===== src/rtl/shift_arbiter.sv =====
// Round-robin arbiter sharing one sll/srl/sra shift datapath between two requesters.
// Latency: 1 cycle from accept edge to resp_valid with the shifted result.
// Backpressure: one-deep output slot; both readys drop while the slot is full and resp_ready is low.
//
// Ports:
//   clk, rst_n                         clock, asynchronous active-low reset
//   reqK_valid/ready/in/shamt/op       requester K handshake and payload (K = 0, 1)
//                                      op: 00 sll, 01 srl, 10 sra, 11 pass-through
//   resp_valid/ready/out/id            result slot handshake, shifted data, issuing requester
//   done0_cnt, done1_cnt               saturating count of delivered responses per requester

// Logical left barrel shifter, one stage per shift-amount bit.
module shift_sll #(
  parameter  int N  = 32,
  localparam int SW = $clog2(N)
) (
  input  logic [N-1:0]  a,
  input  logic [SW-1:0] shamt,
  output logic [N-1:0]  y
);
  logic [N-1:0] acc;

  always_comb begin
    acc = a;
    for (int s = 0; s < SW; s++) begin
      if (shamt[s]) acc = acc << (1 << s);
    end
    y = acc;
  end
endmodule

// Logical right barrel shifter, zero fill.
module shift_srl #(
  parameter  int N  = 32,
  localparam int SW = $clog2(N)
) (
  input  logic [N-1:0]  a,
  input  logic [SW-1:0] shamt,
  output logic [N-1:0]  y
);
  logic [N-1:0] acc;

  always_comb begin
    acc = a;
    for (int s = 0; s < SW; s++) begin
      if (shamt[s]) acc = acc >> (1 << s);
    end
    y = acc;
  end
endmodule

// Arithmetic right barrel shifter, fills with the operand's top bit.
module shift_sra #(
  parameter  int N  = 32,
  localparam int SW = $clog2(N)
) (
  input  logic [N-1:0]  a,
  input  logic [SW-1:0] shamt,
  output logic [N-1:0]  y
);
  logic signed [N-1:0] acc;

  always_comb begin
    acc = $signed(a);
    for (int s = 0; s < SW; s++) begin
      if (shamt[s]) acc = acc >>> (1 << s);
    end
    y = acc;
  end
endmodule

module shift_arbiter #(
  parameter  int N     = 32,
  parameter  int CNT_W = 16,
  localparam int SW    = $clog2(N)
) (
  input  logic             clk,
  input  logic             rst_n,
  input  logic             req0_valid,
  output logic             req0_ready,
  input  logic [N-1:0]     req0_in,
  input  logic [SW-1:0]    req0_shamt,
  input  logic [1:0]       req0_op,
  input  logic             req1_valid,
  output logic             req1_ready,
  input  logic [N-1:0]     req1_in,
  input  logic [SW-1:0]    req1_shamt,
  input  logic [1:0]       req1_op,
  output logic             resp_valid,
  input  logic             resp_ready,
  output logic [N-1:0]     resp_out,
  output logic             resp_id,
  output logic [CNT_W-1:0] done0_cnt,
  output logic [CNT_W-1:0] done1_cnt
);
  typedef enum logic [1:0] {
    OP_SLL  = 2'b00,
    OP_SRL  = 2'b01,
    OP_SRA  = 2'b10,
    OP_PASS = 2'b11
  } op_e;

  typedef struct packed {
    logic [N-1:0]  dat;
    logic [SW-1:0] shamt;
    op_e           op;
  } req_t;

  req_t       req0_dat;
  req_t       req1_dat;
  req_t       sel_dat;

  logic       last_grant;
  logic       gnt_vld;
  logic       gnt_id;
  logic       slot_free;
  logic       accept;
  logic       deliver;

  logic [N-1:0] sll_y;
  logic [N-1:0] srl_y;
  logic [N-1:0] sra_y;
  logic [N-1:0] shift_dat;

  localparam logic [CNT_W-1:0] CNT_MAX = '1;

  assign req0_dat = '{dat: req0_in, shamt: req0_shamt, op: op_e'(req0_op)};
  assign req1_dat = '{dat: req1_in, shamt: req1_shamt, op: op_e'(req1_op)};

  // Round-robin pick: a lone requester always wins; under contention the
  // side that was not served last wins. last_grant only moves on accept, so
  // stalled cycles never rotate priority.
  always_comb begin
    gnt_vld = req0_valid || req1_valid;
    gnt_id  = 1'b0;
    if (req0_valid && req1_valid) begin
      gnt_id = !last_grant;
    end else if (req1_valid) begin
      gnt_id = 1'b1;
    end
  end

  assign slot_free = !resp_valid || resp_ready;

  // rst_n gates the readys so nothing is offered while reset is held, even
  // though the emptied slot would otherwise look free.
  assign accept     = rst_n && slot_free && gnt_vld;
  assign req0_ready = accept && !gnt_id;
  assign req1_ready = accept &&  gnt_id;

  assign deliver = resp_valid && resp_ready;

  // Single shared datapath: only the granted payload reaches the shifters.
  assign sel_dat = gnt_id ? req1_dat : req0_dat;

  shift_sll #(.N(N)) u_sll (.a(sel_dat.dat), .shamt(sel_dat.shamt), .y(sll_y));
  shift_srl #(.N(N)) u_srl (.a(sel_dat.dat), .shamt(sel_dat.shamt), .y(srl_y));
  shift_sra #(.N(N)) u_sra (.a(sel_dat.dat), .shamt(sel_dat.shamt), .y(sra_y));

  always_comb begin
    shift_dat = sel_dat.dat;
    case (sel_dat.op)
      OP_SLL:  shift_dat = sll_y;
      OP_SRL:  shift_dat = srl_y;
      OP_SRA:  shift_dat = sra_y;
      OP_PASS: shift_dat = sel_dat.dat;
      default: shift_dat = sel_dat.dat;
    endcase
  end

  // Output slot and arbitration history. A delivery and an accept in the
  // same cycle simply reload the slot, so resp_valid stays high.
  always_ff @(posedge clk or negedge rst_n) begin
    if (!rst_n) begin
      resp_valid <= 1'b0;
      resp_out   <= '0;
      resp_id    <= 1'b0;
      last_grant <= 1'b1;
    end else begin
      if (accept) begin
        resp_valid <= 1'b1;
        resp_out   <= shift_dat;
        resp_id    <= gnt_id;
        last_grant <= gnt_id;
      end else if (deliver) begin
        resp_valid <= 1'b0;
      end
    end
  end

  // Delivery counters credit the requester of the result leaving the slot,
  // not the one being accepted in the same cycle.
  always_ff @(posedge clk or negedge rst_n) begin
    if (!rst_n) begin
      done0_cnt <= '0;
      done1_cnt <= '0;
    end else if (deliver) begin
      if (!resp_id && done0_cnt != CNT_MAX) done0_cnt <= done0_cnt + 1'b1;
      if ( resp_id && done1_cnt != CNT_MAX) done1_cnt <= done1_cnt + 1'b1;
    end
  end
endmodule

===== config.mk =====
export PLATFORM = sky130hd
export DESIGN_NAME = shift_arbiter
export DESIGN_NICKNAME = d
export VERILOG_FILES = /design/src/rtl/shift_arbiter.sv
export SDC_FILE = /design/constraint.sdc
export NUM_CORES = 1
export LEC_CHECK = 0
export ABC_AREA = 1
export CAP_MARGIN = 40
export CORE_UTILIZATION = 45
export CTS_BUF_LIST = sky130_fd_sc_hd__clkbuf_2 sky130_fd_sc_hd__clkbuf_4 sky130_fd_sc_hd__clkbuf_8
export DETAILED_ROUTE_END_ITERATION = 10
export MAX_ROUTING_LAYER = met4
export PLACE_DENSITY = 0.74
export SYNTH_ARGS = -nofsm -noshare
export SYNTH_HDL_FRONTEND = slang
export SYNTH_SLANG_ARGS = --single-unit

===== constraint.sdc =====
create_clock -name clk -period 1.9 [get_ports clk]
set_input_delay 0.38 -clock clk [delete_from_list [all_inputs] [get_ports clk]]
set_output_delay 0.38 -clock clk [all_outputs]
set_load 0.01 [all_outputs]

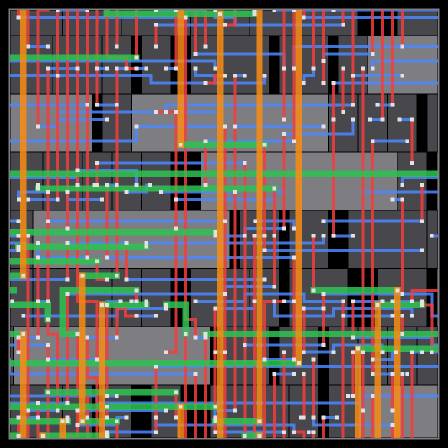
Fig. 1. A small window of the routed layout.
Window x 90 to 110, y 90 to 110 um. Cells in gray, sequential cells in the stronger gray; small squares are vias.
Orange stands for met4. Red stands for met2. Green stands for met3. Blue stands for met1.
Netlist names of flops here include `resp_out` (3), `done1_cnt` (1). Most frequent: nand2_1 (11), inv_1 (9). Sequential cells in the window: 4. 46 logic cells have their middle in the window.

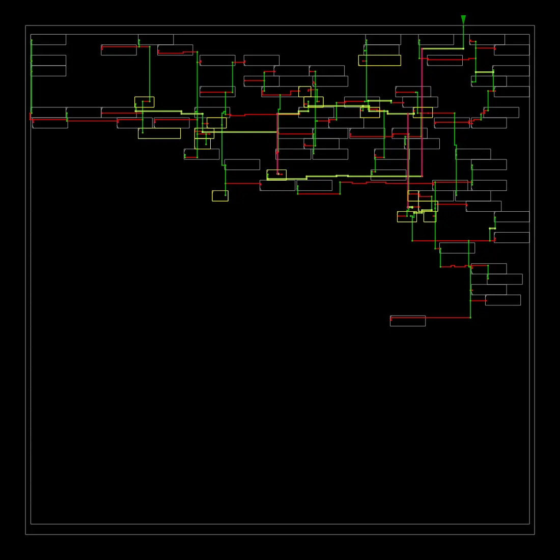
Fig. 2. The clock network.
Num CTS Buffers: 9
clk_lat worst skew: 0.36 ns

==> results.txt <==
Status: finished with violations
Failing checks: setup timing
Combinational share of cell area: 0.504
Global-route wire length before repair: 57.0 mm
Post-synth area hogs: nand2_1, nand3_1, dfrtp_1
Synth top area share: 0.246
Final setup viols: 35
Yosys adder share: 0.00325
Slew HR: 0.419
Final setup margin: -0.638 ns
Dpl cell area: 11,100 um^2
Syn nets: 1,466
Unique cell types: 37
Worst setup SP type: register
Starting DRC count in detailed routing: 1,445
Top cells by count: nand2_1, nand3_1, inv_1
Count leader, synth: nand2_1
Non-clk bufs: 424
Count of library flops with an enable pin: 0
Boundary pin count: 151
Vias in the first global route: 10,300
Pin count of the biggest net entering global routing: 68
Total routed wirelength: 41.8 mm
[metal layers]
| layer | vias to the layer above | track usage | routed length [um] |
|---|---|---|---|
| met1 | 5516 | 0.552 | 15400 |
| met4 | 0 | 0.205 | 3360 |
| met3 | 272 | 0.0552 | 4550 |
| li1 | 5227 | - | - |
| met2 | 858 | 0.668 | 18500 |
| met5 | - | - | 0 |
[where the power goes]
part	total (mW)	leakage [nW]	internal, mW	switching (mW)
combinational	6.75	5.89	2.94	3.81
sequential	1.94	0.809	1.72	0.222
clock	1.45	0.114	0.768	0.686
[state kept, by name, indices dropped and copies added, names as in the netlist]
register,flops
done0_cnt,16
done1_cnt,16
last_grant,1
resp_id,1
resp_out,32
resp_valid,1
[through the flow]
step | std cells | setup WS [ns]
floorplan | 1381 | -0.0890
global placement | 1891 | -1.13
detailed placement | 1891 | -1.10
CTS | 1922 | -0.494
global route | 1967 | -0.677
finish | 1967 | -0.638
[path summary, 6_finish.rpt]
kind	end	slack, ns	cells after the start
worst max-delay path	resp_out[21]$_DFFE_PN0P_	-0.64	14
worst min-delay path	done1_cnt[7]$_DFFE_PN0P_	0.28	2
worst max register to register	resp_out[21]$_DFFE_PN0P_	-0.64	14
worst min register to register	resp_out[25]$_DFFE_PN0P_	0.50	2
max in group asynchronous	done0_cnt[9]$_DFFE_PN0P_	1.03	2
min in group clk	resp_valid$_DFFE_PN0P_	0.42	3
[worst max-delay path, stage by stage (launching register included)]
cell	delay, ns
dfstp_2	0.60
nand2_8	0.12
nand2_8	0.13
buf_12	0.12
nand2_1	0.06
o21ai_2	0.14
nand2_1	0.12
buf_4	0.17
nor2_2	0.15
buf_12	0.16
buf_4	0.12
nand4_1	0.20
nand3_1	0.22
nor2_2	0.06
nor2_1	0.10
Power is estimated from default activity; no workload was simulated.
